Figure 1. Metal layers overlaid (run 1).
Scale bar: 20 um.
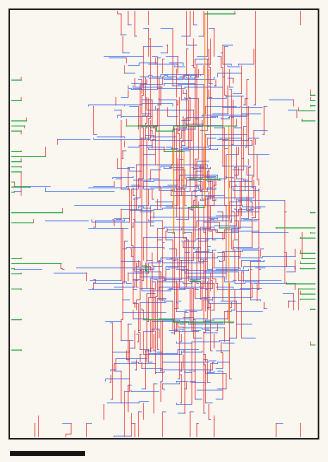
Figure 2. Cells by drive strength (run 1).
Scale bar: 20 um.
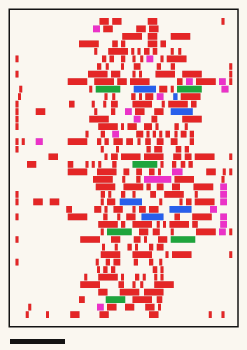
Figure 3. Ports around the boundary (run 1).
Scale bar: 20 um. Pins as bars across the die edge, other pins in grey.
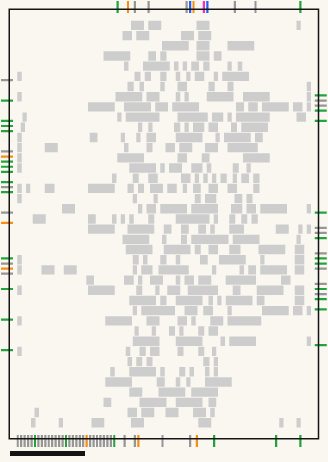
## src/rtl/irq_controller.sv

```systemverilog
// Interrupt controller sitting upstream of the CPU core.
// It keeps per-source enable/edge/pending state and presents one request at a
// time on IRQ/IRQn, using the lowest pending+enabled index first.
// After the CPU acknowledges, no new request is raised until software writes
// the STATUS register (end-of-interrupt).
// Handshake: IRQ/IRQn are held stable from the request until IRQAck is
// sampled high. The next edge drops IRQ and enters service.
// A request is only started when IRQAck is low.
module irq_controller #(
  parameter int          NSRC      = 8,
  parameter logic [11:0] VEC_BASE  = 12'h100,
  parameter int          VEC_SHIFT = 2
) (
  input  logic            clk,
  input  logic            rst,
  input  logic [NSRC-1:0] src,
  input  logic            cfgWrEn,
  input  logic [1:0]      cfgAddr,
  input  logic [31:0]     cfgDataIn,
  output logic [31:0]     cfgDataOut,
  output logic            IRQ,
  output logic [11:0]     IRQn,
  input  logic            IRQAck
);

  typedef enum logic [1:0] {IDLE, REQ, SERVICE} state_t;

  state_t          state, state_next;
  logic [NSRC-1:0] enable, edge_cfg, pending, src_prev;
  logic [NSRC-1:0] cand, w1c, claim, pending_next;
  logic [3:0]      active_idx, active_next, cand_idx;
  logic            cand_any;
  logic [11:0]     cand_vec, irqn_next;
  logic            irq_next;
  logic            wr_enable, wr_pending, wr_edge, eoi;
  logic [31:0]     rd_data;

  assign wr_enable  = cfgWrEn && (cfgAddr == 2'd0);
  assign wr_pending = cfgWrEn && (cfgAddr == 2'd1);
  assign wr_edge    = cfgWrEn && (cfgAddr == 2'd2);
  assign eoi        = cfgWrEn && (cfgAddr == 2'd3);

  assign cand     = pending & enable;
  assign w1c      = wr_pending ? cfgDataIn[NSRC-1:0] : '0;
  assign cand_vec = VEC_BASE + ({8'd0, cand_idx} << VEC_SHIFT);

  // Fixed priority: lowest set candidate index wins.
  always_comb begin
    cand_any = 1'b0;
    cand_idx = 4'd0;
    for (int i = NSRC - 1; i >= 0; i--) begin
      if (cand[i]) begin
        cand_any = 1'b1;
        cand_idx = 4'(i);
      end
    end
  end

  // Pending update: edge bits set on rising src, cleared by W1C or claim
  // (a set in the same cycle wins); level bits simply follow src.
  always_comb begin
    claim = '0;
    for (int i = 0; i < NSRC; i++) begin
      claim[i] = (state == REQ) && IRQAck && edge_cfg[i] && (active_idx == 4'(i));
    end
    pending_next = (edge_cfg & ((pending & ~w1c & ~claim) | (src & ~src_prev)))
                 | (~edge_cfg & src);
  end

  // Request FSM next-state and registered-output values.
  always_comb begin
    state_next  = state;
    irq_next    = IRQ;
    irqn_next   = IRQn;
    active_next = active_idx;
    case (state)
      IDLE: begin
        if (cand_any && !IRQAck) begin
          state_next  = REQ;
          irq_next    = 1'b1;
          irqn_next   = cand_vec;
          active_next = cand_idx;
        end
      end
      REQ: begin
        if (IRQAck) begin
          state_next = SERVICE;
          irq_next   = 1'b0;
        end
      end
      SERVICE: begin
        if (eoi) state_next = IDLE;
      end
      default: begin
        state_next = IDLE;
        irq_next   = 1'b0;
      end
    endcase
  end

  // Register read mux; values reflect state before any same-cycle write.
  always_comb begin
    rd_data = '0;
    case (cfgAddr)
      2'd0: rd_data[NSRC-1:0] = enable;
      2'd1: rd_data[NSRC-1:0] = pending;
      2'd2: rd_data[NSRC-1:0] = edge_cfg;
      default: begin
        rd_data[0]   = (state == SERVICE);
        rd_data[1]   = IRQ;
        rd_data[7:4] = active_idx;
      end
    endcase
  end

  // FSM state register.
  always_ff @(posedge clk) begin
    if (rst) state <= IDLE;
    else     state <= state_next;
  end

  // Configuration, pending, request outputs and read data registers.
  always_ff @(posedge clk) begin
    if (rst) begin
      enable     <= '0;
      edge_cfg   <= '0;
      pending    <= '0;
      src_prev   <= '0;
      IRQ        <= 1'b0;
      IRQn       <= 12'd0;
      active_idx <= 4'd0;
      cfgDataOut <= 32'd0;
    end else begin
      if (wr_enable) enable   <= cfgDataIn[NSRC-1:0];
      if (wr_edge)   edge_cfg <= cfgDataIn[NSRC-1:0];
      pending    <= pending_next;
      src_prev   <= src;
      IRQ        <= irq_next;
      IRQn       <= irqn_next;
      active_idx <= active_next;
      cfgDataOut <= rd_data;
    end
  end

endmodule

```

## config.mk

```make
export PLATFORM = sky130hd
export DESIGN_NAME = irq_controller
export DESIGN_NICKNAME = d
export VERILOG_FILES = /design/src/rtl/irq_controller.sv
export SDC_FILE = /design/constraint.sdc
export NUM_CORES = 1
export LEC_CHECK = 0
export ABC_AREA = 0
export CELL_PAD_IN_SITES_DETAIL_PLACEMENT = 1
export CELL_PAD_IN_SITES_GLOBAL_PLACEMENT = 1
export CORE_ASPECT_RATIO = 1.4
export CORE_UTILIZATION = 25
export CTS_CLUSTER_DIAMETER = 120
export CTS_CLUSTER_SIZE = 10
export DETAILED_ROUTE_END_ITERATION = 6
export GPL_ROUTABILITY_DRIVEN = 0
export PLACE_DENSITY = 0.78
export SLEW_MARGIN = 5
export SYNTH_ARGS = -nofsm -noshare
export SYNTH_HDL_FRONTEND = slang
export SYNTH_SLANG_ARGS = --single-unit
export TNS_END_PERCENT = 30
```

## constraint.sdc

```tcl
create_clock -name clk -period 2.9 [get_ports clk]
set_clock_uncertainty 0.15 [all_clocks]
set_input_delay 0.87 -clock clk [delete_from_list [all_inputs] [get_ports clk]]
set_output_delay 0.87 -clock clk [all_outputs]
set_load 0.1 [all_outputs]
```

==> qor.txt, run 1 <==
Status: completed
Gate Count Post-Synth: 258
Sequential power share: 43.1%
Clk pwr share: 34.4%
Max Slew Vio Count: 0
Internal: 1.07 mW
Critical Path Slowest Stage Cell: clkdlybuf4s50_1
Pwr Density: 595 nW/um^2
Combinational Power Share: 22.5%
Worst hold path depth: 3
Simple Share, Synth: 21.7%
Reg-to-reg slack, setup: 1.34 ns
Syn avg cell area: 8.72 um^2
Ao+oa area frac: 13.8%
Power Combinational: 0.364 mW
Post-synth seq share: 41.8%
Largest stage delay, worst path: 0.50 ns
Buffers & Inverters on Critical Path: 3
Met1 Wirelength: 2250 um
List of most frequent post-synthesis cells: nand2_1, dfxtp_1, buf_4
Cycle use final: 80.2%
Htree depth: 2
Seq. cell area: 941 um^2
Largest type area fraction: 41.8%
Met2 usage in global routing: 22.6%
Insertion Delay late pin: 0.29 ns
Registers: 47
Chip area in the Yosys report: 2250 um^2
Most instantiated logic cells after routing: nand2_1, dfxtp_1, conb_1, clkdlybuf4s50_1
Logic share of the area: 42.0%
MI comb cells: 199
Worst path arrival time: 2.35 ns
Pre-antenna DRT Iters: 4
DP Worst Slack: 0.279 ns
Cell area leaders: dfxtp_1, buf_4, nand2_1, mux4_2, mux2i_1
Worst path most repeated cell: buf_4
Clk slew on worst S/H paths: 0.06 ns
Met3 Use GR: 2.95%
RSZ-0062 raised after global routing: no
Final setup viols: 0
Yosys top cell by area: dfxtp_1
Max Used Layer: met4
GR peak layer: met2
WS Path Type: primary input to flop
Antenna-violating nets left: 0
R2R cell count: 4
Root Buffer: clkbuf_16
Worst setup SP type: primary input
Worst EP required: 2.93 ns
Initial antenna violation count: 0
Max_cap viols: 0
Met1 Use GR: 13.8%
Fmax: 430 MHz
Sw power: 0.551 mW
Largest net degree at the start of global routing: 48
Hold endpoint: pending[3]
Well-tap cell count: 105
Crit-path max FO: 8
DRC errors left: 0
Chip Area: 9390 um^2
CTS Buffer Depth: 2
Routed wl met2: 2870 um
Worst VDD drop: 0.420 mV
Adder-Cell Fraction of Synth Area: 0%
Dominant register cell: dfxtp_1
Worst hold margin: 0.317 ns
Layout cells sized above 1: 10.9%
Row cnt: 40
Hold path startpoint: src_prev[3]
Worst r2r dst: active_idx[1]
Flop share of the area: 34.6%
Vias in the first global route: 1838
Switch share: 34.1%
CTS tree: built
Critical Path Stages: 6
Count leader, synth: nand2_1
Post-Route Setup TNS: 0 ns
CP endpoint kind: flop
Period minus WS final: 2.33 ns
Fp util: 26.0%
Placed Cells: 391
Ys cells: 258
Worst Setup EP: enable[5]
Final Hold Vio Count: 0
Non-filler cells, final: 399
Top delay family on crit path: buffers and inverters
ClkCell Share: 5.07%
GRT Residual Overflow: 0
# Post-CTS Setup Buffers: 0
Num CTS Buffers: 5
Invs w/o clock: 0
Mux area share: 9.89%
Clk pwr: 0.557 mW
Top comb family, area: simple AND/OR/NAND/NOR gates
CP startpoint: cfgAddr[1]
Post-DP Area: 2580 um^2
## Picture notes: Figure 1
orange -> M4  # wire length 148 um
blue -> M1  # wire length 2250 um
green -> M3  # wire length 242 um
red -> M2  # wire length 2870 um
wirelength, routed: 5520 um
All-Layer GR Usage: 12.7%
DR WL/cell: 13.8 um
Vias: 1841

## Picture notes: Figure 2
green -> x6 and larger  # cells 6, share 2.0%
red -> x1 and smaller  # cells 262, share 89%
blue -> x2  # cells 6, share 2.0%
magenta -> x3 and x4  # cells 20, share 6.8%
final instance area: 2720 um^2
count of non-CTS buffers in the layout: 40
area growth from synthesis to layout: 20.7%
setup ws final: 0.575 ns

## Picture notes: Figure 3
orange -> src  # pins 8, direction input, edge 3 west, 3 south, 2 north
blue -> cfgAddr  # pins 2, direction input, edge north
green -> cfgDataOut  # pins 32, direction output, edge 13 west, 11 east, 6 south, 2 north
magenta -> cfgWrEn  # pins 1, direction input, edge north
all pins by edge = 38 south, 22 west, 19 east, 12 north
Die Wd: 82.2 um
Die Y: 114 um
Port Buf Inserts: 34

==> run 2: changes to the inputs <==
Settings changed: PLACE_DENSITY 0.78 to 0.8.
Clock period 2.9 ns to 1.9 ns, I/O delays scaled along.
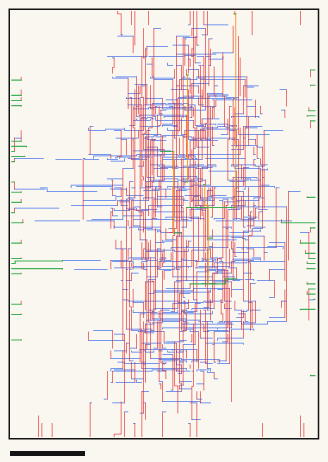
Figure 4: run 2, metal layers overlaid.
Scale bar: 20 um.
blue -> M1  # wire length 2350 um
red -> M2  # wire length 3150 um
green -> M3  # wire length 151 um
orange -> M4  # wire length 129 um
wirelength, routed: 5780 um
Vias: 1903
All-Layer GR Usage: 13.2%

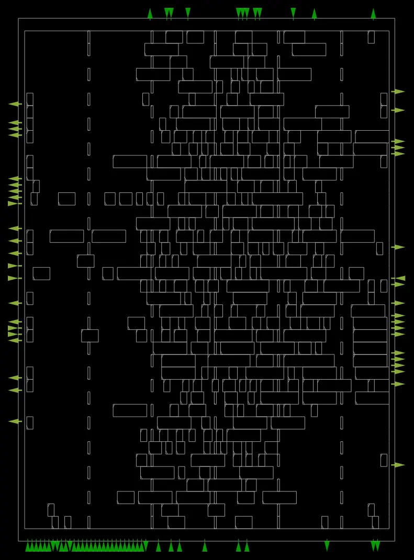
Figure 5: run 2, placed standard cells.
Core Area: 8660 um^2
row cnt: 40

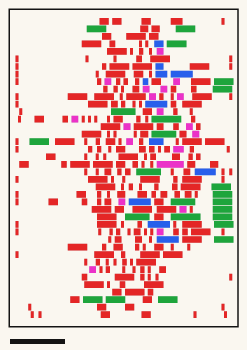
Figure 6: run 2, cells by drive strength.
Scale bar: 20 um.
magenta -> x3 and x4  # cells 19, share 6.2%
red -> x1 and smaller  # cells 255, share 83%
blue -> x2  # cells 11, share 3.6%
green -> x6 and larger  # cells 23, share 7.5%
area growth from synthesis to layout: 36.8%
count of non-CTS buffers in the layout: 54
setup ws final: 0.0850 ns
final instance area: 3080 um^2

==> run 2 against run 1 <==
- synthesized cell count did not move
- final area rose by 13%
- combinational power rose by 66%
- hold slack improved by 0.0076 ns
- critical path depth did not move
- clock-buffer cell count fell by 1
- cell count rose by 3.5%
- clock power rose by 100%
- die area did not move
- register-to-register slack got worse by 1.1 ns
- sequential power rose by 54%
- total power rose by 73%
==> qor.txt, run 2 <==
Status: completed (unchanged)
Root Buffer: clkbuf_16 (unchanged)
Most instantiated logic cells after routing: nand2_1, dfxtp_1, conb_1, nor2_1, clkdlybuf4s50_1 (was nand2_1, dfxtp_1, conb_1, clkdlybuf4s50_1)
Non-Clock Buffer Area Fraction: 21.4% (was 13.4%)
Synth Area in XOR/XNOR: 0% (unchanged)
Distinct lib cells used: 34 (unchanged)
Post-Route Setup TNS: 0 ns (unchanged)
Well-tap cell count: 105 (unchanged)
Syn avg cell area: 8.72 um^2 (unchanged)
Hold path startpoint: src_prev[3] (unchanged)
Top delay family on crit path: buffers and inverters (unchanged)
Htree depth: 2 (unchanged)
CP startpoint: cfgAddr[1] (unchanged)
Insertion Delay late pin: 0.29 ns (about the same)
Pre-antenna DRT Iters: 4 (unchanged)
Logic share of the area: 37.6% (was 42.0%)
Cell area leaders: dfxtp_1, buf_4, nand2_1, mux4_2, mux2i_1 (unchanged)
DP Wirelength: 4460 um (was 4090 um)
Post-DP Area: 2870 um^2 (was 2580 um^2)
Yosys top cell by area: dfxtp_1 (unchanged)
Worst path arrival time: 1.84 ns (was 2.35 ns)
Post-synth regs: 47 (unchanged)
MI comb cells: 199 (unchanged)
Gate Count Post-Synth: 258 (unchanged)
Final Hold Vio Count: 0 (unchanged)
Placed Cells: 405 (was 391)
CP endpoint kind: flop (unchanged)
Met2 usage in global routing: 24.4% (was 22.6%)
Simple Share, Synth: 21.7% (unchanged)
Seq. cell area: 942 um^2 (was 941 um^2)
Count of library flops with an enable pin: 0 (unchanged)
Fill count: 986 (was 1026)
Die Y: 114 um (unchanged)
Worst r2r dst: active_idx[0] (was active_idx[1])
Gate Area: 1160 um^2 (was 1140 um^2)
Nets@finish: 353 (was 339)
Area-dominant class: logic gates (unchanged)
Post-synth seq share: 41.8% (unchanged)
Reg-to-reg slack, setup: 0.24 ns (was 1.34 ns)
Antenna-violating nets left: 0 (unchanged)
Worst Setup EP: enable[5] (unchanged)
Port Buf Inserts: 34 (unchanged)
Largest stage delay, worst path: 0.41 ns (was 0.50 ns)
Met1 Wirelength: 2350 um (was 2250 um)
Critical Path Slowest Stage Cell: clkdlybuf4s50_1 (unchanged)
Max Used Layer: met4 (unchanged)
Chip Area: 9390 um^2 (unchanged)
RSZ-0062 raised after global routing: no (unchanged)
Power Combinational: 0.605 mW (was 0.364 mW)
Largest net degree at the start of global routing: 28 (was 48)
WS Path Type: primary input to flop (unchanged)
Crit-path max FO: 8 (unchanged)
Layout cells sized above 1: 17.2% (was 10.9%)
Worst setup SP type: primary input (unchanged)
Period minus WS final: 1.81 ns
DRC errors left: 0 (unchanged)
CTS Buffer Depth: 2 (unchanged)
Num CTS Buffers: 5 (unchanged)
Io pins: 91 (unchanged)
# clock sinks: 47 (unchanged)
Top comb family, area: simple AND/OR/NAND/NOR gates (unchanged)
First-pass GRT wire length: 9490 um (was 8910 um)
Pwr Density: 908 nW/um^2 (was 595 nW/um^2)
DP Worst Slack: -0.316 ns (was 0.279 ns)
List of most frequent post-synthesis cells: nand2_1, dfxtp_1, buf_4 (unchanged)
Worst EP required: 1.92 ns (was 2.93 ns)
Flop share of the area: 30.6% (was 34.6%)
Routed wl met2: 3150 um (was 2870 um)
Clk pwr: 1.12 mW (was 0.557 mW)
Sw power: 0.859 mW (was 0.551 mW)
Cycle use final: 95.5%
Largest type area fraction: 41.8% (unchanged)
Registers: 47 (unchanged)
GRT Residual Overflow: 0 (unchanged)
Met3 Use GR: 1.83% (was 2.95%)
Ao+oa area frac: 13.8% (unchanged)
GR peak layer: met2 (unchanged)
Die Wd: 82.2 um (unchanged)
Clk pwr share: 40.2% (was 34.4%)
Combinational Power Share: 21.6% (was 22.5%)
N_diodes: 0 (unchanged)
ClkCell Share: 6.14% (was 5.07%)
Clk slew on worst S/H paths: 0.07 ns (was 0.06 ns)
Sequential power share: 38.2% (was 43.1%)
Buffers & Inverters on Critical Path: 3 (unchanged)
Invs w/o clock: 0 (unchanged)
Worst hold margin: 0.325 ns (was 0.317 ns)
Mux area share: 9.89% (unchanged)
Adder-Cell Fraction of Synth Area: 0% (unchanged)
R2R cell count: 4 (unchanged)
DR WL/cell: 14.0 um (was 13.8 um)
Ys cells: 258 (unchanged)
Non-filler cells, final: 413 (was 399)
Worst path most repeated cell: buf_4 (unchanged)
Hold endpoint: pending[3] (unchanged)
Internal: 1.94 mW (was 1.07 mW)
CTS tree: built (unchanged)
Dominant register cell: dfxtp_1 (unchanged)
Switch share: 30.7% (was 34.1%)
Hold Path Class: flop to flop (unchanged)
# Post-CTS Setup Buffers: 0 (unchanged)
Initial DRC Count: 73 (was 78)
Critical Path Stages: 6 (unchanged)
Chip area in the Yosys report: 2250 um^2 (unchanged)
Max_cap viols: 0 (unchanged)
Async SR Flop Fraction: 0% (unchanged)
Met3 routed WL: 151 um (was 242 um)
Worst hold path depth: 3 (unchanged)
Synth Warn #: 0 (unchanged)
Pleak: 1.21 nW (was 1.05 nW)
Fp util: 26.0% (unchanged)
Initial antenna violation count: 0 (unchanged)
Fmax: 551 MHz
Max Slew Vio Count: 0 (unchanged)
Largest Pwr Group: the clock network (was sequential cells)
Met1 Use GR: 14.5% (was 13.8%)
Vias in the first global route: 1974 (was 1838)
Count leader, synth: nand2_1 (unchanged)
Final setup viols: 0 (unchanged)
CTS Hold Bufs: 0 (unchanged)
Worst VDD drop: 0.559 mV (was 0.420 mV)
==> run 3: changes to the inputs <==
Settings changed: CORE_MARGIN from default to 4.
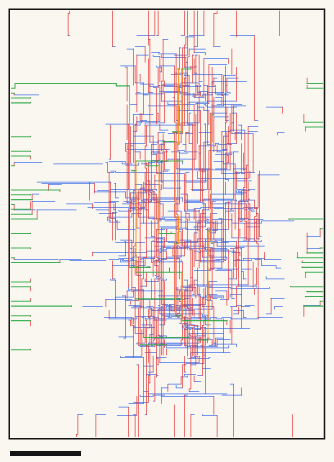
Figure 7: run 3, metal layers overlaid.
Scale bar: 20 um.
green -> M3  # wire length 364 um
red -> M2  # wire length 3320 um
blue -> M1  # wire length 2340 um
orange -> M4  # wire length 273 um
wirelength, routed: 6300 um
All-Layer GR Usage: 12.1%
Vias: 1982
DR WL/cell: 15.1 um

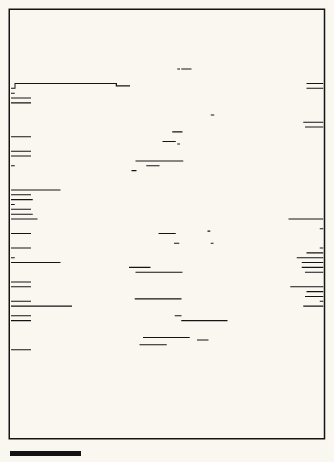
Figure 8: run 3, met3 routing.
Scale bar: 20 um.
wire length on this layer = 364 um
nets with wire on the layer = 53
met3 Use GR: 3.07%

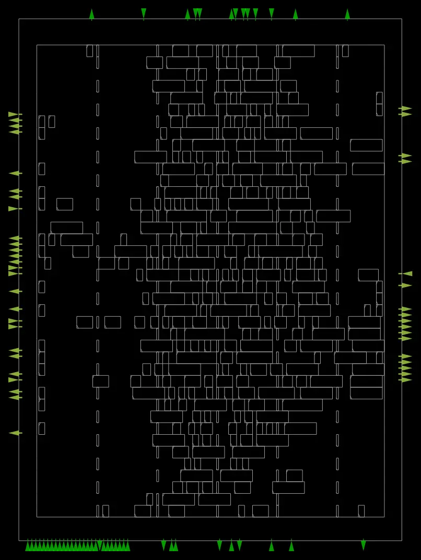
Figure 9: run 3, placed standard cells.
well-tap cell count: 105
fill count: 1025
Core Util, Final: 35.8%
non-filler cells, final: 416

==> run 3 against run 2 <==
- non-clock buffer count up 3
- cell count up 0.73%
- clock-buffer cell count unchanged
- sequential cell count stayed put
- largest power group is now sequential cells
- combinational power up 2%
- critical path type unchanged
- core utilization up 0.27 points
==> qor.txt, run 3 <==
Chip area in the Yosys report: 2250 um^2 (unchanged)
Max_cap viols: 0 (unchanged)
Fmax: 539 MHz (was 551 MHz)
Status: completed (unchanged)
Dominant register cell: dfxtp_1 (unchanged)
Non-Clock Buffer Area Fraction: 22.2% (was 21.4%)
Clk slew on worst S/H paths: 0.06 ns (was 0.07 ns)
Power Combinational: 0.620 mW (was 0.605 mW)
Period minus WS final: 1.85 ns (was 1.81 ns)
Buffers & Inverters on Critical Path: 2 (was 3)
Die Y: 120 um (was 114 um)
Top delay family on crit path: buffers and inverters (unchanged)
ClkCell Share: 5.57% (was 6.14%)
Mux area share: 9.89% (unchanged)
Htree depth: 2 (unchanged)
Clk pwr: 1.02 mW (was 1.12 mW)
List of most frequent post-synthesis cells: nand2_1, dfxtp_1, buf_4 (unchanged)
Area growth from synthesis to layout: 38.6% (was 36.8%)
Pre-antenna DRT Iters: 4 (unchanged)
Largest net degree at the start of global routing: 25 (was 28)
Final Hold Vio Count: 0 (unchanged)
Die Wd: 88.2 um (was 82.2 um)
Cycle use final: 97.6% (was 95.5%)
Placed Cells: 408 (was 405)
Sw power: 0.868 mW (was 0.859 mW)
First-pass GRT wire length: 10100 um (was 9490 um)
Reg-to-reg slack, setup: 0.22 ns (was 0.24 ns)
DP Wirelength: 4720 um (was 4460 um)
Adder-Cell Fraction of Synth Area: 0% (unchanged)
Worst hold path depth: 2 (was 3)
Pwr Density: 869 nW/um^2 (was 908 nW/um^2)
Layout cells sized above 1: 18.6% (was 17.2%)
Routed wl met2: 3320 um (was 3150 um)
Met3 routed WL: 364 um (was 151 um)
Crit-path max FO: 4 (was 8)
Hold path startpoint: src_prev[4] (was src_prev[3])
GR peak layer: met2 (unchanged)
Largest stage delay, worst path: 0.49 ns (was 0.41 ns)
Io pins: 91 (unchanged)
Max Slew Vio Count: 0 (unchanged)
R2R cell count: 5 (was 4)
Worst Setup EP: pending[3] (was enable[5])
Clk pwr share: 37.7% (was 40.2%)
Worst VDD drop: 0.387 mV (was 0.559 mV)
Vias in the first global route: 2068 (was 1974)
Count leader, synth: nand2_1 (unchanged)
Seq. cell area: 942 um^2 (unchanged)
Cell area leaders: dfxtp_1, buf_4, nand2_1, mux4_2, mux2i_1 (unchanged)
Met1 Wirelength: 2340 um (was 2350 um)
Num CTS Buffers: 5 (unchanged)
Ys cells: 258 (unchanged)
WS Path Type: primary input to flop (unchanged)
Worst EP required: 1.98 ns (was 1.92 ns)
Async SR Flop Fraction: 0% (unchanged)
Hold Path Class: flop to flop (unchanged)
Core Area: 8710 um^2 (was 8660 um^2)
Count of non-CTS buffers in the layout: 57 (was 54)
Synth Warn #: 0 (unchanged)
CP endpoint kind: flop (unchanged)
Count of library flops with an enable pin: 0 (unchanged)
DRC errors left: 0 (unchanged)
Combinational Power Share: 22.8% (was 21.6%)
Logic share of the area: 37.9% (was 37.6%)
Root Buffer: clkbuf_16 (unchanged)
Row cnt: 40 (unchanged)
No activity file was given, so power comes from the tool's default toggle rates.
